Placement view:
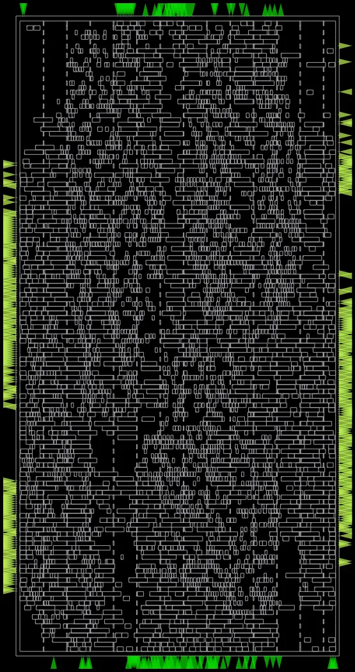
Cell area per tile:
Drawn at 1 px/µm. 19 x 38 tiles, from dark blue (low) to red (high), 0 to 100% covered.
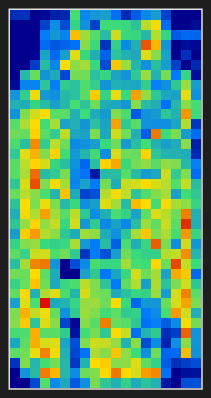
Wires at chosen ports, followed through buffers:
Drawn at 1 px/µm.
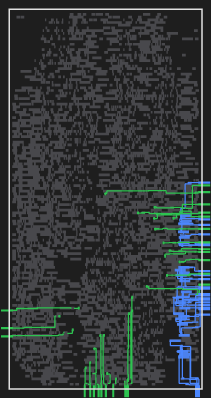
Signal wires on met1:
Drawn at 2 px/µm. Supply wires on this layer in gray. Cells faint in the background.
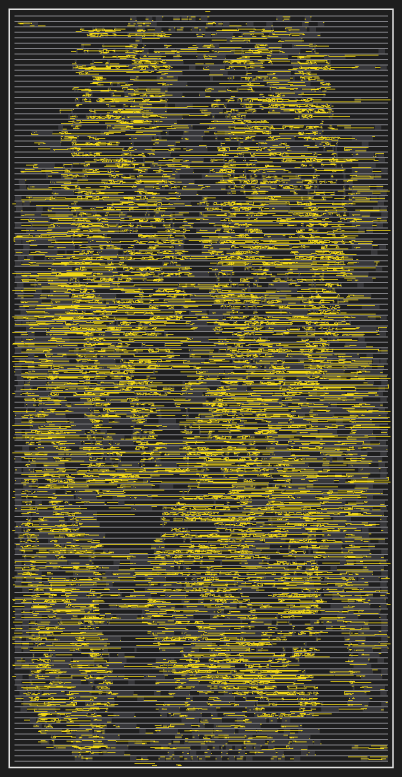
<file path="src/rtl/raster_pkg.sv">
// Shared widths, fragment record and traversal state for the raster traverser.
package raster_pkg;

  localparam int unsigned COORD_W = 12;
  localparam int unsigned EDGE_W  = 25;
  localparam int unsigned DELTA_W = 17;
  localparam int unsigned AREA_W  = 24;

  typedef struct packed {
    logic [COORD_W-1:0] x;
    logic [COORD_W-1:0] y;
    logic [EDGE_W-1:0]  w0;
    logic [EDGE_W-1:0]  w1;
    logic [EDGE_W-1:0]  w2;
    logic [AREA_W-1:0]  area;
  } fragment_t;

  typedef enum logic {
    IDLE,
    TRAVERSE
  } trav_state_e;

  function automatic logic [EDGE_W-1:0] sext_delta(input logic [DELTA_W-1:0] d);
    return {{(EDGE_W - DELTA_W){d[DELTA_W-1]}}, d};
  endfunction

endpackage

</file>
<file path="src/rtl/edge_stepper.sv">
// One edge function: row-start and current accumulators stepped by per-column/per-row deltas.
module edge_stepper
  import raster_pkg::*;
(
  input  logic               clock_i,
  input  logic               load_i,
  input  logic               step_col_i,
  input  logic               step_row_i,
  input  logic [EDGE_W-1:0]  w_init_i,
  input  logic [DELTA_W-1:0] dl_col_i,
  input  logic [DELTA_W-1:0] dl_row_i,
  output logic [EDGE_W-1:0]  w_o
);

  logic [EDGE_W-1:0]  r_w_row;
  logic [EDGE_W-1:0]  r_w_cur;
  logic [DELTA_W-1:0] r_dl_col;
  logic [DELTA_W-1:0] r_dl_row;
  logic [EDGE_W-1:0]  w_row_next;

  assign w_row_next = r_w_row + sext_delta(r_dl_row);
  assign w_o        = r_w_cur;

  // New row starts at the advanced row value; wraps freely in two's complement.
  always_ff @(posedge clock_i) begin
    if (load_i) begin
      r_w_row  <= w_init_i;
      r_w_cur  <= w_init_i;
      r_dl_col <= dl_col_i;
      r_dl_row <= dl_row_i;
    end else if (step_col_i) begin
      r_w_cur <= r_w_cur + sext_delta(r_dl_col);
    end else if (step_row_i) begin
      r_w_row <= w_row_next;
      r_w_cur <= w_row_next;
    end
  end

endmodule

</file>
<file path="src/rtl/raster_traverse.sv">
// Walks a triangle bounding box in raster order, one pixel per free output slot,
// emitting covered on-screen fragments.
module raster_traverse
  import raster_pkg::*;
#(
  parameter int unsigned SCREEN_W = 640,
  parameter int unsigned SCREEN_H = 480
) (
  input  logic               clock_i,
  input  logic               reset_i,
  input  logic [AREA_W-1:0]  area_i,
  input  logic [DELTA_W-1:0] dl_w0_col_i,
  input  logic [DELTA_W-1:0] dl_w1_col_i,
  input  logic [DELTA_W-1:0] dl_w2_col_i,
  input  logic [DELTA_W-1:0] dl_w0_row_i,
  input  logic [DELTA_W-1:0] dl_w1_row_i,
  input  logic [DELTA_W-1:0] dl_w2_row_i,
  input  logic [EDGE_W-1:0]  w0_row_i,
  input  logic [EDGE_W-1:0]  w1_row_i,
  input  logic [EDGE_W-1:0]  w2_row_i,
  input  logic [COORD_W-1:0] x_min_i,
  input  logic [COORD_W-1:0] y_min_i,
  input  logic [COORD_W-1:0] x_max_i,
  input  logic [COORD_W-1:0] y_max_i,
  input  logic               valid_i,
  output logic               busy_o,
  output logic [COORD_W-1:0] frag_x_o,
  output logic [COORD_W-1:0] frag_y_o,
  output logic [EDGE_W-1:0]  frag_w0_o,
  output logic [EDGE_W-1:0]  frag_w1_o,
  output logic [EDGE_W-1:0]  frag_w2_o,
  output logic [AREA_W-1:0]  frag_area_o,
  output logic               valid_o,
  input  logic               busy_i
);

  trav_state_e        r_state;
  trav_state_e        w_state_next;
  logic [COORD_W-1:0] r_x;
  logic [COORD_W-1:0] r_y;
  logic [COORD_W-1:0] r_x_min;
  logic [COORD_W-1:0] r_x_max;
  logic [COORD_W-1:0] r_y_max;
  logic [AREA_W-1:0]  r_area;
  fragment_t          r_frag;
  logic               r_valid;

  logic               w_accept;
  logic               w_degen;
  logic               w_slot_free;
  logic               w_step;
  logic               w_x_last;
  logic               w_y_last;
  logic               w_step_col;
  logic               w_step_row;
  logic               w_covered;
  logic               w_onscreen;
  logic [EDGE_W-1:0]  w_w0;
  logic [EDGE_W-1:0]  w_w1;
  logic [EDGE_W-1:0]  w_w2;

  assign busy_o      = (r_state != IDLE);
  assign w_accept    = valid_i & (r_state == IDLE);
  assign w_degen     = (area_i == '0) ||
                       ($signed(x_min_i) > $signed(x_max_i)) ||
                       ($signed(y_min_i) > $signed(y_max_i));
  assign w_slot_free = !r_valid || !busy_i;
  assign w_step      = (r_state == TRAVERSE) && w_slot_free;
  assign w_x_last    = (r_x == r_x_max);
  assign w_y_last    = (r_y == r_y_max);
  assign w_step_col  = w_step && !w_x_last;
  assign w_step_row  = w_step && w_x_last && !w_y_last;
  assign w_covered   = !w_w0[EDGE_W-1] && !w_w1[EDGE_W-1] && !w_w2[EDGE_W-1];
  // Once the sign bit is clear, an unsigned compare against the screen size is exact.
  assign w_onscreen  = !r_x[COORD_W-1] && !r_y[COORD_W-1] &&
                       (r_x < COORD_W'(SCREEN_W)) && (r_y < COORD_W'(SCREEN_H));

  edge_stepper u_edge0 (
    .clock_i   (clock_i),
    .load_i    (w_accept),
    .step_col_i(w_step_col),
    .step_row_i(w_step_row),
    .w_init_i  (w0_row_i),
    .dl_col_i  (dl_w0_col_i),
    .dl_row_i  (dl_w0_row_i),
    .w_o       (w_w0)
  );

  edge_stepper u_edge1 (
    .clock_i   (clock_i),
    .load_i    (w_accept),
    .step_col_i(w_step_col),
    .step_row_i(w_step_row),
    .w_init_i  (w1_row_i),
    .dl_col_i  (dl_w1_col_i),
    .dl_row_i  (dl_w1_row_i),
    .w_o       (w_w1)
  );

  edge_stepper u_edge2 (
    .clock_i   (clock_i),
    .load_i    (w_accept),
    .step_col_i(w_step_col),
    .step_row_i(w_step_row),
    .w_init_i  (w2_row_i),
    .dl_col_i  (dl_w2_col_i),
    .dl_row_i  (dl_w2_row_i),
    .w_o       (w_w2)
  );

  always_comb begin
    w_state_next = r_state;
    case (r_state)
      IDLE:     if (valid_i && !w_degen) w_state_next = TRAVERSE;
      TRAVERSE: if (w_step && w_x_last && w_y_last) w_state_next = IDLE;
      default:  w_state_next = IDLE;
    endcase
  end

  always_ff @(posedge clock_i) begin
    if (reset_i) begin
      r_state <= IDLE;
      r_valid <= 1'b0;
    end else begin
      r_state <= w_state_next;
      if (w_slot_free) r_valid <= w_step && w_covered && w_onscreen;
    end
  end

  // Degenerate triangles still load here; harmless since the FSM stays idle.
  always_ff @(posedge clock_i) begin
    if (w_accept) begin
      r_x     <= x_min_i;
      r_y     <= y_min_i;
      r_x_min <= x_min_i;
      r_x_max <= x_max_i;
      r_y_max <= y_max_i;
      r_area  <= area_i;
    end else if (w_step) begin
      if (!w_x_last) begin
        r_x <= r_x + 1'b1;
      end else if (!w_y_last) begin
        r_x <= r_x_min;
        r_y <= r_y + 1'b1;
      end
    end
  end

  always_ff @(posedge clock_i) begin
    if (w_step) begin
      r_frag <= '{x: r_x, y: r_y, w0: w_w0, w1: w_w1, w2: w_w2, area: r_area};
    end
  end

  assign valid_o     = r_valid;
  assign frag_x_o    = r_frag.x;
  assign frag_y_o    = r_frag.y;
  assign frag_w0_o   = r_frag.w0;
  assign frag_w1_o   = r_frag.w1;
  assign frag_w2_o   = r_frag.w2;
  assign frag_area_o = r_frag.area;

endmodule
</file>
<file path="config.mk">
export PLATFORM = sky130hd
export DESIGN_NAME = raster_traverse
export DESIGN_NICKNAME = d
export VERILOG_FILES = /design/src/rtl/raster_pkg.sv /design/src/rtl/edge_stepper.sv /design/src/rtl/raster_traverse.sv
export SDC_FILE = /design/constraint.sdc
export NUM_CORES = 1
export LEC_CHECK = 0
export ABC_AREA = 1
export ABC_CLOCK_PERIOD_IN_PS = 6900
export CAP_MARGIN = 15
export CORE_ASPECT_RATIO = 2
export CORE_MARGIN = 2
export CORE_UTILIZATION = 40
export CTS_CLUSTER_SIZE = 12
export DETAILED_ROUTE_END_ITERATION = 12
export PLACE_DENSITY = 0.65
export SKIP_LAST_GASP = 1
export SLEW_MARGIN = 40
export SYNTH_ARGS = -nofsm -noshare
export SYNTH_HDL_FRONTEND = slang
export SYNTH_SLANG_ARGS = --single-unit
</file>
<file path="constraint.sdc">
create_clock -name clock_i -period 6.9 [get_ports clock_i]
set_input_delay 1.035 -clock clock_i [delete_from_list [all_inputs] [get_ports clock_i]]
set_output_delay 1.035 -clock clock_i [all_outputs]
set_load 0.05 [all_outputs]
</file>
==> run summary <==
Summary of the current implementation state.

- After layout, the worst path uses 56.5% of the clock period.
- The initial antenna violation count was 4.
- The first global-routing pass estimated 138000 µm of wire.
- The class of the most critical setup path is primary input to flop, for reference.
- The tally of nets with antenna violations remaining after routing is 0, for reference.
- Setup slack closes at 3.00 ns.
- The clock-pin slew of the registers on the worst-case setup and hold paths is 0.06 ns, for reference.
- The via-per-instance ratio is 5.06, for reference.
- The post-cts gate resize count is 0, for reference.
- Per the CTS log, the maximum H-tree level is 2.
- The global route stage reports its total congestion overflow as 0.
- The max-slew violation count is 0, for reference.
- The most critical hold endpoint after final layout shows a slack of 0.415 ns.
- The number of buffers created by CTS is 47, for reference.
- The number of warnings reported in the stage logs is 29.
- The synthesized netlist devotes 2.69% of its cell area to XOR and XNOR gates.
- Per the synth log, the flip-flop and latch total comes to 461.
- The maximum cell stage delay along the critical path is 0.55 ns, for reference.
- Grouping stages by cell kind, the critical path spends the most delay in buffers and inverters.
- Across the run, the number of max-cap violations was 0.
- The worst min-delay path category is flop to flop, for reference.
- The biggest fanout along the worst timing path is 60, for reference.
- The final critical path time including I/O delays and setup is 3.90 ns, for reference.
- In the layout the commonest cells are nand2_1, inv_1, edfxtp_1.
- The final weighted congestion of routability-driven global placement is 0.960, for reference.
- The largest clock skew in the final design is 0.0407 ns, for reference.
- For this design the static power due to leakage is 15.5 nW.
- The worst path buffer plus inverter count is 4, for reference.
- In the power breakdown, the internal column shows 0.00636 W.
- The global-route usage over all layers is 25.7%, for reference.
- The category of the worst setup path capture point is a flop, for reference.
- The proportion of total power due to net switching is 39.5%, for reference.
- In this run the critical path is formed by clkdlybuf4s50_1, nand2_1, nand2_1, inv_6, nand2_2, inv_2, buf_4, o21ai_0, o21ai_0, o21ai_0.
- In the final design database the tool counted 4212 nets.
- The timing report shows the most common cell along the critical path to be o21ai_0.
- The die outline height is 378 µm, for reference.
- For this run, design rule violations remaining after detail routing come to 0.
- The maximum number of pins on one net before global-route repair is 124, for reference.
- Setup repair after global routing left no endpoint under its margin.
- For this run the top cell type by instance count after synthesis was nand2_1.
- TritonCTS built the clock tree.
- The number of failing setup endpoints in the final timing report is 0, for reference.
- The highest achievable clock rate is 0.257 GHz, for reference.
- After clock tree synthesis, the flow added hold-fix buffers numbering 0.
- The multiplexer fraction of the synthesized cell area is 0%, for reference.
- Looking at the post-CTS report, the setup buffer insertion count equals 0.
- The cell count in the Yosys report is 3388, for reference.
- In this run, flip-flops and latches consume 37.7% of the power.
- Summing the areas of all and, or, nand and nor instances in the mapped netlist gives 26.7% of the synthesized area.
- The final-layout setup total negative slack is 0 ns, for reference.
- The detail-routed net length per standard cell is 19.7 µm, for reference.
- The flow ran to the end, and the final reports show no timing, DRC or antenna violations.
- Synthesis produced 3388 cells.
- The clock share of power is 23.2%, for reference.
- The tree is rooted in a clkbuf_16.
- The detailed router finished its first iteration with 1260 violations.
- The buffer levels on the longest clock path is 3, for reference.
- The required time at the worst-slack endpoint is 7.26 ns, for reference.
- The power density relative to cell area is 307 nW/µm², for reference.
- The synthesis run shows the most used standard cells to be nand2_1, inv_1, edfxtp_1.
- The signal arrival time at the worst endpoint is 4.26 ns, for reference.
- Pin placement for this block handled 378 I/O pins.
- The slew at the pin with the worst max-slew slack is 0.812 ns, for reference.
- The net count of the mapped netlist is 3817, for reference.
- The number of clock sinks is 461, for reference.
## Picture notes: 'placement view'
count of placed standard cells in the final layout, fillers left out: 4709
flop count: 461
core area: 69600 µm²
number of placement rows: 137
total of fill cells in the finished design: 6757

## Picture notes: 'cell area per tile'
mean over tiles	46%
densest ninth of the die	left middle
nearly empty tiles	4.8%
fullest tile	99%
tiles over 75% full	8.9%
emptiest ninth of the die	top left
final core utilization: 49.2%
floorplan-stage core utilization: 40.3%

## Picture notes: 'wires at chosen ports, followed through buffers'
color	port	bits	direction	edge	end cells	wire
green	w2_row_i	25	input	12 right, 10 bottom, 3 left	25	1350 µm
blue	area_i	24	input	20 right, 4 bottom	34	1080 µm

## Picture notes: 'signal wires on met1'
nets with wire on the layer	3933
longest straight run	54.3 µm
wire length on this layer	34.0 mm
main direction	horizontal
routed via count: 23800
met1 Usage GRT: 27.5%
post-detailed-routing wire length: 92900 µm

-- layout make-up --
cell class / count / area, µm²
tap: 903 / 1130
antenna: 1 / 2.50
fill: 6757 / 35300
sequential: 461 / 13800
timing repair buffer: 390 / 3890
clock inverter: 12 / 120
multi-input combinational: 2368 / 12100
clock buffer: 59 / 1240
inverter: 515 / 1950
-- power by group through the flow --
stage	clock [W]	sequential, W	combinational (W)
6_report	0.00243	0.00396	0.00411
5_1_grt	0.00256	0.00399	0.00460
4_1_cts	0.00248	0.00396	0.00411
3_5_place_dp	0	0.00401	0.00409
3_3_place_gp	0	0.00401	0.00408
2_1_floorplan	0	0.00407	0.00263
-- registers in the layout (all words and copies together) (netlist names), 25 cells and up --
signal and count:
frag_w2_o 25, frag_w1_o 25, frag_w0_o 25, u_edge1.r_w_row 25
u_edge2.r_w_row 25, u_edge0.w_o 25, u_edge0.r_w_row 25, u_edge1.w_o 25
u_edge2.w_o 25
-- per-layer routing --
layer	global-route usage [%]	share of wire, %
met5	0	0.037
met3	3.57	5.5
met4	13.5	5.7
met2	48.0	52
met1	27.5	37
-- stage by stage --
| stage | instance area [µm²] | std cells |
|---|---|---|
| 4_1_cts | 34200 | 4708 |
| 2_1_floorplan | 28000 | 3388 |
| 3_5_place_dp | 32900 | 4637 |
| 5_1_grt | 34200 | 4708 |
| 3_3_place_gp | 32900 | 4637 |
| 6_report | 34200 | 4709 |
-- final timing paths --
kind | to | cells past startpoint | startpoint | slack (ns)
max | u_edge1.w_o[2] | 10 | busy_i | 3.00
min | frag_area_o[10] | 0 | r_area[10] | 0.42
max reg2reg | u_edge0.r_w_row[16] | 8 | r_x[0] | 3.12
min reg2reg | frag_area_o[10] | 0 | r_area[10] | 0.42
Power and IR drop assume default switching activity.
